==> src/rtl/alpha_startup_sequencer.sv <==
// Ordered bring-up sequencer: each stage waits 2^P clocks, optionally waits for a
// trigger, then emits a one-cycle startup pulse and sets a sticky completion flag.
module alpha_startup_sequencer #(
    parameter int                          NUMBER_OF_STAGES      = 3,
    parameter int                          COUNTER_PICKOFF       = 26,
    parameter int                          SHORT_COUNTER_PICKOFF = 3,
    parameter logic [NUMBER_OF_STAGES-1:0] GATED_STAGE_MASK      = 3'b100,
    localparam int                         STAGE_W = (NUMBER_OF_STAGES > 1) ? $clog2(NUMBER_OF_STAGES) : 1
) (
    input  logic                        clock,
    input  logic                        reset,
    input  logic                        short_delay,
    input  logic                        trigger,
    input  logic                        rearm,
    output logic [NUMBER_OF_STAGES-1:0] startup_pulse,
    output logic [NUMBER_OF_STAGES-1:0] has_occurred,
    output logic [STAGE_W-1:0]          current_stage,
    output logic                        waiting_for_trigger,
    output logic                        done
);

    typedef enum logic [1:0] {
        COUNTING     = 2'd0,
        WAIT_TRIGGER = 2'd1,
        DONE         = 2'd2
    } state_t;

    localparam logic [STAGE_W-1:0] LAST_STAGE = STAGE_W'(NUMBER_OF_STAGES - 1);

    state_t                   state;
    logic [COUNTER_PICKOFF:0] counter;
    logic                     expired;
    logic                     fire;

    // Pickoff follows short_delay live, so a switch mid-count takes effect at once.
    assign expired = short_delay ? counter[SHORT_COUNTER_PICKOFF] : counter[COUNTER_PICKOFF];

    always_comb begin
        fire = 1'b0;
        case (state)
            COUNTING:     fire = expired && !GATED_STAGE_MASK[current_stage];
            WAIT_TRIGGER: fire = trigger;
            default:      fire = 1'b0;
        endcase
    end

    // NOTE: every register here is updated with <= so all branches see the
    // pre-edge values of state, counter and current_stage.
    always_ff @(posedge clock) begin
        startup_pulse <= '0;
        if (reset) begin
            state               <= COUNTING;
            counter             <= '0;
            current_stage       <= '0;
            has_occurred        <= '0;
            waiting_for_trigger <= 1'b0;
            done                <= 1'b0;
        end else if (rearm) begin
            // Rearm outranks a same-edge fire: no pulse, flags cleared.
            state               <= COUNTING;
            counter             <= '0;
            current_stage       <= '0;
            has_occurred        <= '0;
            waiting_for_trigger <= 1'b0;
            done                <= 1'b0;
        end else if (fire) begin
            startup_pulse[current_stage] <= 1'b1;
            has_occurred[current_stage]  <= 1'b1;
            counter                      <= '0;
            waiting_for_trigger          <= 1'b0;
            if (current_stage == LAST_STAGE) begin
                state <= DONE;
                done  <= 1'b1;
            end else begin
                state         <= COUNTING;
                current_stage <= current_stage + 1'b1;
            end
        end else begin
            case (state)
                COUNTING: begin
                    if (!expired) begin
                        counter <= counter + 1'b1;
                    end else begin
                        // Only gated stages reach here with the delay expired.
                        state               <= WAIT_TRIGGER;
                        waiting_for_trigger <= 1'b1;
                    end
                end
                WAIT_TRIGGER: waiting_for_trigger <= 1'b1;
                default:      done <= 1'b1;
            endcase
        end
    end

endmodule
==> config.mk <==
export PLATFORM = sky130hd
export DESIGN_NAME = alpha_startup_sequencer
export DESIGN_NICKNAME = d
export VERILOG_FILES = /design/src/rtl/alpha_startup_sequencer.sv
export SDC_FILE = /design/constraint.sdc
export NUM_CORES = 1
export LEC_CHECK = 0
export CORE_ASPECT_RATIO = 1.75
export CORE_UTILIZATION = 61
export CTS_CLUSTER_SIZE = 8
export DETAILED_ROUTE_END_ITERATION = 6
export GPL_TIMING_DRIVEN = 0
export PLACE_DENSITY = 0.83
export SLEW_MARGIN = 0
export SYNTH_ARGS = -nofsm -noshare
export SYNTH_HDL_FRONTEND = slang
export SYNTH_SLANG_ARGS = --single-unit
==> constraint.sdc <==
create_clock -name clock -period 5.63 [get_ports clock]
set_input_delay 0.563 -clock clock [delete_from_list [all_inputs] [get_ports clock]]
set_output_delay 0.563 -clock clock [all_outputs]
set_load 0.01 [all_outputs]
Fig. 1: run 1, M3 wires
Bar = 10 µm.
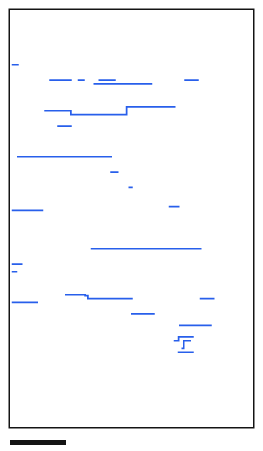
17 nets have wire on it. The wires run mostly horizontal. The longest straight run is 19.3 µm.
via count: 1,631
total wire length: 4110 µm
met3 Usage GRT: 5.10%

Fig. 2: run 1, cell outlines without signal wires
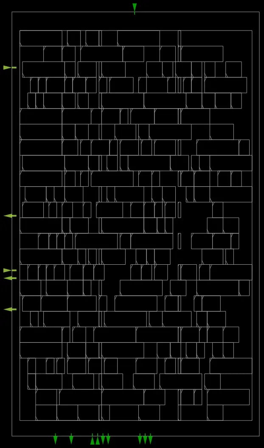
fillers: 217
Util after Layout: 74.5%
Finished Layout Cells: 252
Core Rows: 25

==> flow_metrics.env, run 1 <==
# flow metrics
export IMPL_outcome="finished clean"
export IMPL_hold_path_class="flop to flop"
export IMPL_post_place_ws_ns=2.52
export IMPL_postSynthSeqShare_pct=43.2
export IMPL_worstHoldStart="counter[23]"
export IMPL_comb_cells=150
export IMPL_flops=39
export IMPL_power_top_group="registers"
export IMPL_final_seq_area_um2=781
export IMPL_cts_buffers=5
export IMPL_p_int_uw=364
export IMPL_htree_levels=2
export IMPL_clock_net_power_uw=172
export IMPL_sh_comb_area_pct=45.9
export IMPL_switching_power_uw=97.5
export IMPL_cts_root_buf="clkbuf_8"
export IMPL_fin_ws_ns=2.82
export IMPL_hpwl_um=3020
export IMPL_antenna_found_initial=0
export IMPL_cts_path_max_buffers=2
export IMPL_first_iter_violations=53
export IMPL_viasPerCell=6.47
export IMPL_finalSetupViolCount=0
export IMPL_min_path_cells=2
export IMPL_power_uw=461
export IMPL_cap_violations=0
export IMPL_top_cells_by_count="dfxtp_1 (39), a21oi_1 (20), nor2_1 (19), nand2_1 (15), nand3_1 (11)"
export IMPL_slew_viol_final=0
export IMPL_p_leak_nw=0.649
export IMPL_routed_top_layer="met4"
export IMPL_die_area_um2=3190
Fig. 3: run 1, clock wires, drivers and flops
Bar = 10 µm.
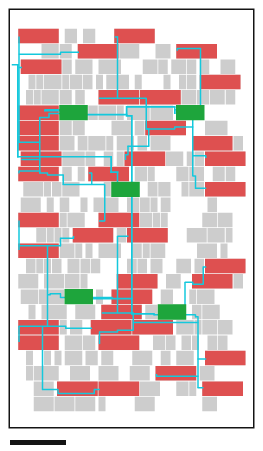
Cyan stands for clock wires, length 453 µm. Green stands for clock-net drivers, count 5. Red stands for flip-flops, count 39.
Position of the flops: spread over the die.
Clock Power Share: 37.4%
Late-Pin Clk Latency: 0.29 ns
Clock Skew: 0.00349 ns

Fig. 4: run 1, register map, names as in the netlist
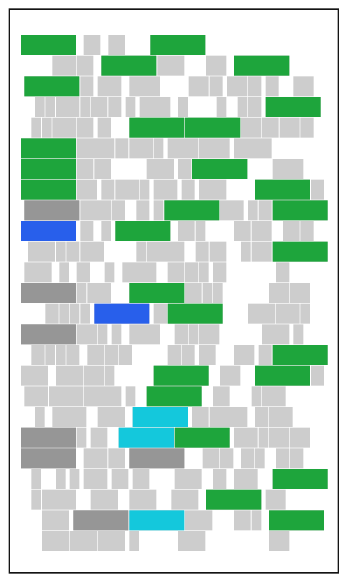
Blue stands for `state`, placed flops 2. Green stands for `counter`, placed flops 27, where spread over the die. Cyan stands for `startup_pulse`, placed flops 3.
Another 7 sequential cells are not coloured.

-- run 1: logic make-up (layout without fill, tap and decap cells) --
logic type	count (synthesis)	after routing	synth area share [%]
and+or+nand+nor	88	88	27.1
muxes	3	3	1.73
buffers and inverters	16	36	4.64
DFF	39	39	43.2
xor gates and xnor gates	8	8	3.88
AOI/OAI and AO/OA	47	47	16.6
adders and majority gates	4	4	2.77
-- run 1: per-layer routing --
metal | vias to the layer above | GRT usage (%)
met5 | - | 0
met4 | 0 | 12.5
met2 | 35 | 52.7
met1 | 794 | 28.8
met3 | 10 | 5.10
li1 | 792 | -
-- run 1: worst max-delay path, cell delays in order --
cell and delay, ns:
clkdlybuf4s50_1 0.51, mux2_2 0.42, or4_4 0.55, buf_6 0.15
buf_6 0.13, clkbuf_1 0.23, o31ai_1 0.30, a21oi_1 0.10
==> inputs of run 2 (changes only) <==
CORE_UTILIZATION = 51   (was 61)
PLACE_DENSITY = 0.74   (was 0.83)
clock period = 2.5 ns   (was 5.63 ns; I/O delays follow)
Fig. 5: run 2, M3 wires
Bar = 10 µm.
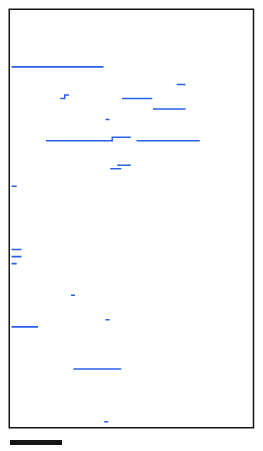
The layer holds 2.1% of the routed length. 14 nets have wire on it. The wires run mostly horizontal. The longest straight run is 17.5 µm. The layer carries 84.6 µm of wire.

==> run 2 against run 1 <==
Against the previous run: final cell count grew 7.9%; global-route usage shrank 3.2 points; combinational power increased by 130%.
==> flow_metrics.env, run 2 <==
# flow metrics
export IMPL_outcome="finished clean"
export IMPL_slew_viol_final=0
export IMPL_clkPwrFrac_pct=45.5
export IMPL_post_place_ws_ns=-0.298
export IMPL_cts_path_max_buffers=2
export IMPL_p_int_uw=956
export IMPL_synth_top_area_share_pct=43.2
export IMPL_grt_pass1_vias=1590
export IMPL_fin_cells=272
export IMPL_cts_buffers=5
export IMPL_logic_family="simple AND/OR/NAND/NOR gates"
export IMPL_cts_hold_buf=0
export IMPL_simple_gate_area_share_pct=27.1
export IMPL_p_leak_nw=0.677
export IMPL_die_area_um2=3790
export IMPL_clock_net_power_uw=542
export IMPL_portBuffers=14
export IMPL_cpPeakStageDelay_ns=0.55
export IMPL_postSynthSeqShare_pct=43.2
export IMPL_largest_register="counter"
export IMPL_mux_area_share_pct=1.73
export IMPL_min_path_cells=2
export IMPL_vdd_drop_max_uv=576
export IMPL_cp_depth=7
export IMPL_worstPathCellList="clkdlybuf4s50_1 > mux2_2 > or4_4 > buf_6 > buf_6 > or4_4 > a21oi_2"
export IMPL_fin_worst_skew_ns=0.0107
export IMPL_xor_share_pct=3.88
export IMPL_hold_path_class="flop to flop"
export IMPL_row_count=28
export IMPL_fin_ws_ns=0.0594
export IMPL_antenna_found_initial=0
export IMPL_cp_num_buf_inv=3
export IMPL_adder_share_pct=2.77
export IMPL_syn_nets=214
export IMPL_htree_levels=2
export IMPL_hpwl_um=3070
export IMPL_utilization_pct=63.7
export IMPL_tightest_slew_ns=0.779
export IMPL_first_pass_iters=4
export IMPL_netlist_instances=205
export IMPL_synthAoiAreaFrac_pct=16.6
export IMPL_switching_power_uw=237
export IMPL_power_mw=1.19
export IMPL_power_top_group="registers"
export IMPL_clk_latency_ns=0.30
export IMPL_wl_um=4120
export IMPL_top_cells_by_count="dfxtp_1 (39), a21oi_1 (20), nor2_1 (19), nand2_1 (15), nand3_1 (11)"
export IMPL_viasPerCell=5.93
export IMPL_slowest_stage="or4_4"
## run 2: area by class of cell
| class | count | area (µm²) |
|---|---|---|
| Inverter | 7 | 26.3 |
| Sequential cell | 39 | 781 |
| Clock buffer | 6 | 82.6 |
| Fill cell | 310 | 1220 |
| Multi-Input combinational cell | 150 | 961 |
| Clock inverter | 2 | 35.0 |
| Tap cell | 45 | 56.3 |
| Timing Repair Buffer | 14 | 140 |
| Buffer | 9 | 60.1 |
## run 2: layer usage
metal  share of wire, %  track usage [%]
met1                 39             24.1
met2                 57             45.6
met3                2.0             5.17
met4                1.8             12.0
met5                  0                0
## run 2: path summary, 6_finish.rpt
| kind | start | to |
|---|---|---|
| hold / removal | counter[20] | counter[20] |
| hold reg to reg | counter[20] | counter[20] |
| setup / recovery | short_delay | counter[26] |
| setup reg to reg | state[0] | counter[26] |
Power is estimated from default activity; no workload was simulated.
